<file path="src/rtl/gpio_port_pcint.sv">
// AVR-style GPIO port: PORT/DDR/PCMSK registers, synchronised PIN readback, PIN-write toggle,
// pin-change flag/IRQ. Optional per-bit glitch filter enabled by defining GPIO_PORT_FILTER_EN.
module gpio_port_pcint #(
    parameter int                 p_width     = 8,
    parameter logic [p_width-1:0] p_port_init = '0,
    parameter logic [p_width-1:0] p_impl_mask = '1,
    parameter int                 p_filt_len  = 3
) (
    input  logic               clk,
    input  logic               nrst,
    input  logic [1:0]         sel,
    input  logic               wbe,
    input  logic [p_width-1:0] wdata,
    output logic [p_width-1:0] rdata,
    input  logic [p_width-1:0] pin_in,
    output logic [p_width-1:0] port_out,
    output logic [p_width-1:0] ddr_out,
    input  logic               pc_ack,
    output logic               pc_flag,
    output logic               pc_irq
);

    localparam logic [p_width-1:0] c_mask = p_impl_mask;
    localparam logic [p_width-1:0] c_init = p_port_init & p_impl_mask;

    if (p_width < 1 || p_width > 16) begin : g_bad_width
        $error("gpio_port_pcint: p_width out of range");
    end
    if (p_filt_len < 2 || p_filt_len > 15) begin : g_bad_filt
        $error("gpio_port_pcint: p_filt_len out of range");
    end

    logic [p_width-1:0] r_port;
    logic [p_width-1:0] r_ddr;
    logic [p_width-1:0] r_pcmsk;
    logic [p_width-1:0] r_sync1;
    logic [p_width-1:0] r_sync2;
    logic [p_width-1:0] r_pin_s;
    logic [p_width-1:0] r_pin_q;
    logic               r_flag;
    logic [p_width-1:0] w_chg;

    always_ff @(posedge clk or negedge nrst) begin
        if (!nrst) begin
            r_port  <= c_init;
            r_ddr   <= '0;
            r_pcmsk <= '0;
        end else if (wbe) begin
            case (sel)
                2'd0:    r_port  <= r_port ^ (wdata & c_mask);
                2'd1:    r_ddr   <= wdata & c_mask;
                2'd2:    r_port  <= wdata & c_mask;
                default: r_pcmsk <= wdata & c_mask;
            endcase
        end
    end

    always_ff @(posedge clk or negedge nrst) begin
        if (!nrst) begin
            r_sync1 <= '0;
            r_sync2 <= '0;
        end else begin
            r_sync1 <= pin_in;
            r_sync2 <= r_sync1;
        end
    end

`ifdef GPIO_PORT_FILTER_EN
    localparam logic [3:0] c_stable = 4'(p_filt_len - 1);

    // Candidate must be seen p_filt_len consecutive cycles before it reaches pin_s.
    for (genvar i = 0; i < p_width; i++) begin : g_filt
        logic       r_cand;
        logic [3:0] r_cnt;

        always_ff @(posedge clk or negedge nrst) begin
            if (!nrst) begin
                r_cand     <= 1'b0;
                r_cnt      <= 4'd0;
                r_pin_s[i] <= 1'b0;
            end else if (r_sync2[i] != r_cand) begin
                r_cand <= r_sync2[i];
                r_cnt  <= 4'd1;
            end else if (r_cnt == c_stable) begin
                r_pin_s[i] <= r_cand;
            end else begin
                r_cnt <= r_cnt + 4'd1;
            end
        end
    end
`else
    always_comb r_pin_s = r_sync2;
`endif

    always_ff @(posedge clk or negedge nrst) begin
        if (!nrst) begin
            r_pin_q <= '0;
        end else begin
            r_pin_q <= r_pin_s;
        end
    end

    assign w_chg = (r_pin_s ^ r_pin_q) & r_pcmsk & c_mask;

    // A change in the ack cycle keeps the flag set so no event is lost.
    always_ff @(posedge clk or negedge nrst) begin
        if (!nrst) begin
            r_flag <= 1'b0;
        end else if (|w_chg) begin
            r_flag <= 1'b1;
        end else if (pc_ack) begin
            r_flag <= 1'b0;
        end
    end

    always_comb begin
        rdata = '0;
        case (sel)
            2'd0:    rdata = r_pin_s & c_mask;
            2'd1:    rdata = r_ddr;
            2'd2:    rdata = r_port;
            default: rdata = r_pcmsk;
        endcase
    end

    assign port_out = r_port;
    assign ddr_out  = r_ddr;
    assign pc_flag  = r_flag;
    assign pc_irq   = r_flag;

endmodule

</file>
<file path="config.mk">
export PLATFORM = sky130hd
export DESIGN_NAME = gpio_port_pcint
export DESIGN_NICKNAME = d
export VERILOG_FILES = /design/src/rtl/gpio_port_pcint.sv
export SDC_FILE = /design/constraint.sdc
export NUM_CORES = 1
export LEC_CHECK = 0
export ABC_AREA = 1
export CORE_MARGIN = 1
export CORE_UTILIZATION = 30
export CTS_CLUSTER_SIZE = 14
export DETAILED_ROUTE_END_ITERATION = 10
export GPL_TIMING_DRIVEN = 1
export PLACE_DENSITY = 0.56
export SETUP_SLACK_MARGIN = 0.5
export SLEW_MARGIN = 10
export SYNTH_ARGS = -nofsm -noshare
export SYNTH_HDL_FRONTEND = slang
export SYNTH_SLANG_ARGS = --single-unit
export TNS_END_PERCENT = 1
</file>
<file path="constraint.sdc">
create_clock -name clk -period 1.3 [get_ports clk]
set_input_delay 0.39 -clock clk [delete_from_list [all_inputs] [get_ports clk]]
set_output_delay 0.39 -clock clk [all_outputs]
set_load 0.02 [all_outputs]
</file>
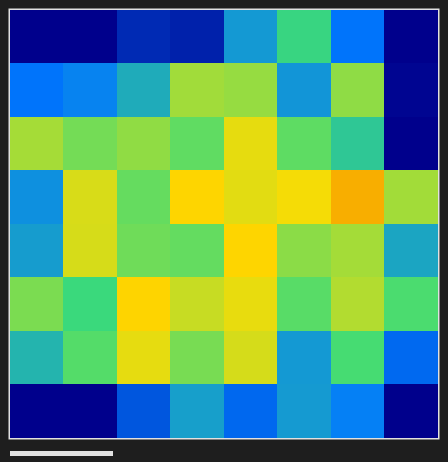
Figure 1: cell density map.
Scale bar: 20 um. 8 x 8 tiles, from dark blue (low) to red (high), 0 to 100% covered.
fullest tile: 80%
densest ninth of the die: centre
mean over tiles: 44%
tiles over 75% full: 6.2%

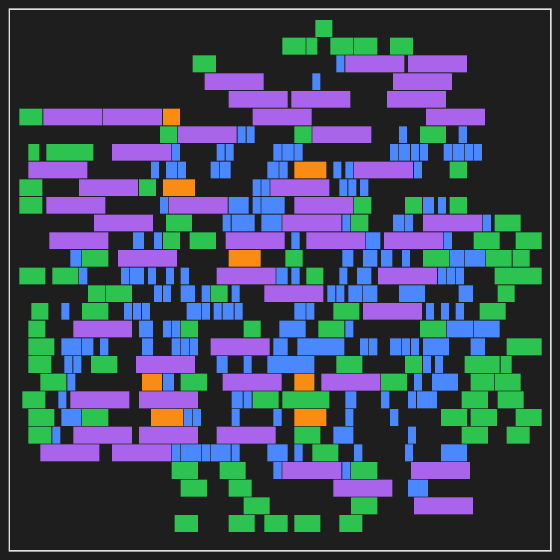
Figure 2: cell classes on the final placement.
| class | colour | cells | share of their area |
|---|---|---|---|
| clock drivers and dummy loads | orange | 8 | 3.1% |
| flip-flops | purple | 49 | 40% |
| all other logic | blue | 162 | 27% |
| other buffers and delay cells | green | 89 | 30% |

==> out/qor_table.md <==
| Group | Metric | Reported |
| --- | --- | --- |
| outcome | Failing checks | negative setup slack |
| synth | Largest cells by area after synthesis | sky130_fd_sc_hd__dfrtp_1 (62%), sky130_fd_sc_hd__nand2_1 (16%), sky130_fd_sc_hd__o21ai_0 (4.3%), sky130_fd_sc_hd__inv_1 (4.0%), sky130_fd_sc_hd__xor2_1 (3.6%) |
| run | Max_cap viols | 0 |
| power | Power per Cell Area | 1422 nW/um^2 |
| sta | Final worst path period share | 1.210 |
| sta | Smallest hold slack | 0.04748 ns |
| critical path | Setup crit start kind | input port |
| placement | DPL Wire Length | 3457 um |
| outcome | Status | finished, violations left |
| placement | Port Buf Inserts | 47 |
| drt | Initial detailed-routing violation count | 122 |
| drt | Routed Wire Length | 4909 um |
| synth | Async S/R FF share, synth | 1.000 |
| critical path | CP peak stage delay | 0.15 ns |
| floorplanning | Floorplan utilization | 0.3107 |
| power | Static Leak | 1.532 nW |
| sta | Summed negative setup slack over all endpoints | -2.662 ns |
| sta | Number of setup violations in the final report | 24 |
| sta | Final setup margin | -0.2729 ns |
| critical path | Top cell by count, worst path | sky130_fd_sc_hd__buf_8 |
| final layout | Final #Nets | 329 |
| critical path | List of cells traversed by the critical path | buf_8 > buf_8 > nor2_4 > buf_6 > nand2_1 > nand4_1 > buf_4 |
| synth | Avg Inst Size Synth | 9.351 um^2 |
| critical path | Critical path class | in2out |
| drt | Post-route DRC violation count | 0 |
## how the worst min path moves through the flow
stage	startpoint	endpoint	slack [ns]	cells after the start
floorplan	nrst	ddr_out[0]	0.09	0
global placement	r_sync1[6]	r_pin_s[6]	0.33	0
detailed placement	r_sync1[4]	r_pin_s[4]	0.33	0
CTS	nrst	r_pin_q[7]	0.06	2
global route	nrst	ddr_out[7]	0.05	2
finish	nrst	r_sync1[6]	0.05	2
## layout by cell type (no fill, tap or decap), types with 2 or more instances in the layout
master / Yosys / final
sky130_fd_sc_hd__nand4_1: 8 / 8
sky130_fd_sc_hd__xor2_1: 8 / 8
sky130_fd_sc_hd__buf_2: 0 / 2
sky130_fd_sc_hd__nor2_1: 7 / 6
sky130_fd_sc_hd__o21ai_0: 17 / 14
sky130_fd_sc_hd__clkbuf_8: 0 / 5
sky130_fd_sc_hd__o21ai_1: 0 / 3
sky130_fd_sc_hd__inv_4: 0 / 2
sky130_fd_sc_hd__or2_4: 0 / 2
sky130_fd_sc_hd__buf_8: 0 / 2
sky130_fd_sc_hd__clkdlybuf4s50_1: 0 / 17
sky130_fd_sc_hd__inv_1: 21 / 18
sky130_fd_sc_hd__nand3_2: 0 / 2
sky130_fd_sc_hd__buf_12: 0 / 3
sky130_fd_sc_hd__nand3_1: 7 / 5
sky130_fd_sc_hd__clkinv_4: 0 / 2
sky130_fd_sc_hd__buf_6: 2 / 43
sky130_fd_sc_hd__nand2_8: 0 / 2
sky130_fd_sc_hd__nand2_1: 84 / 80
sky130_fd_sc_hd__nor2_4: 1 / 5
sky130_fd_sc_hd__buf_4: 1 / 21
sky130_fd_sc_hd__nand2_2: 0 / 3
sky130_fd_sc_hd__dfrtp_1: 49 / 49
## worst max-delay path: cells and delay by family
kind          cells  cell delay [ns]
buf+inv           4             0.51
simple gates      3             0.27
## repair_timing
action / in CTS / in global routing
setup buffers: 1 / 0
pin swaps: 19 / 16
resized: 194 / 17
gates cloned: 3 / 0
setup endpoints to repair: 51 / 51
## where the power goes
group / internal, W / switching, W / total [W]
clock network: 0.000389 / 0.000545 / 0.000934
registers: 0.00174 / 0.000157 / 0.00190
logic: 0.000902 / 0.000749 / 0.00165
## cell families (layout without fill, tap and decap cells)
| logic type | Yosys count | in the layout |
|---|---|---|
| AND-OR/OR-AND | 17 | 17 |
| XOR/XNOR | 8 | 8 |
| buffers and inverters | 25 | 120 |
| flip-flops | 49 | 49 |
| AND/OR/NAND/NOR | 112 | 114 |
## registers in the layout (all words and copies together), names as in the netlist
register,flops
r_pcmsk,8
ddr_out,8
r_pin_q,8
pc_flag,1
r_sync1,8
port_out,8
r_pin_s,8
## cell type report
cell class / instances / area share
well taps: 77 / 0.03054
flip-flops and latches: 49 / 0.3887
multi-input cells: 139 / 0.2273
clock buffers: 5 / 0.02182
inverters: 22 / 0.03094
repair inverters: 1 / 0.001983
clock inverters: 3 / 0.007933
repair buffers: 89 / 0.2908
## layer usage
metal | vias up | global-route usage | routed length [um]
li1 | 861 | - | -
met1 | 796 | 0.2204 | 2274
met2 | 44 | 0.2459 | 2372
met3 | 4 | 0.03877 | 223
met4 | 0 | 0.04232 | 39
met5 | - | 0 | 0
No activity file was given, so power comes from the tool's default toggle rates.
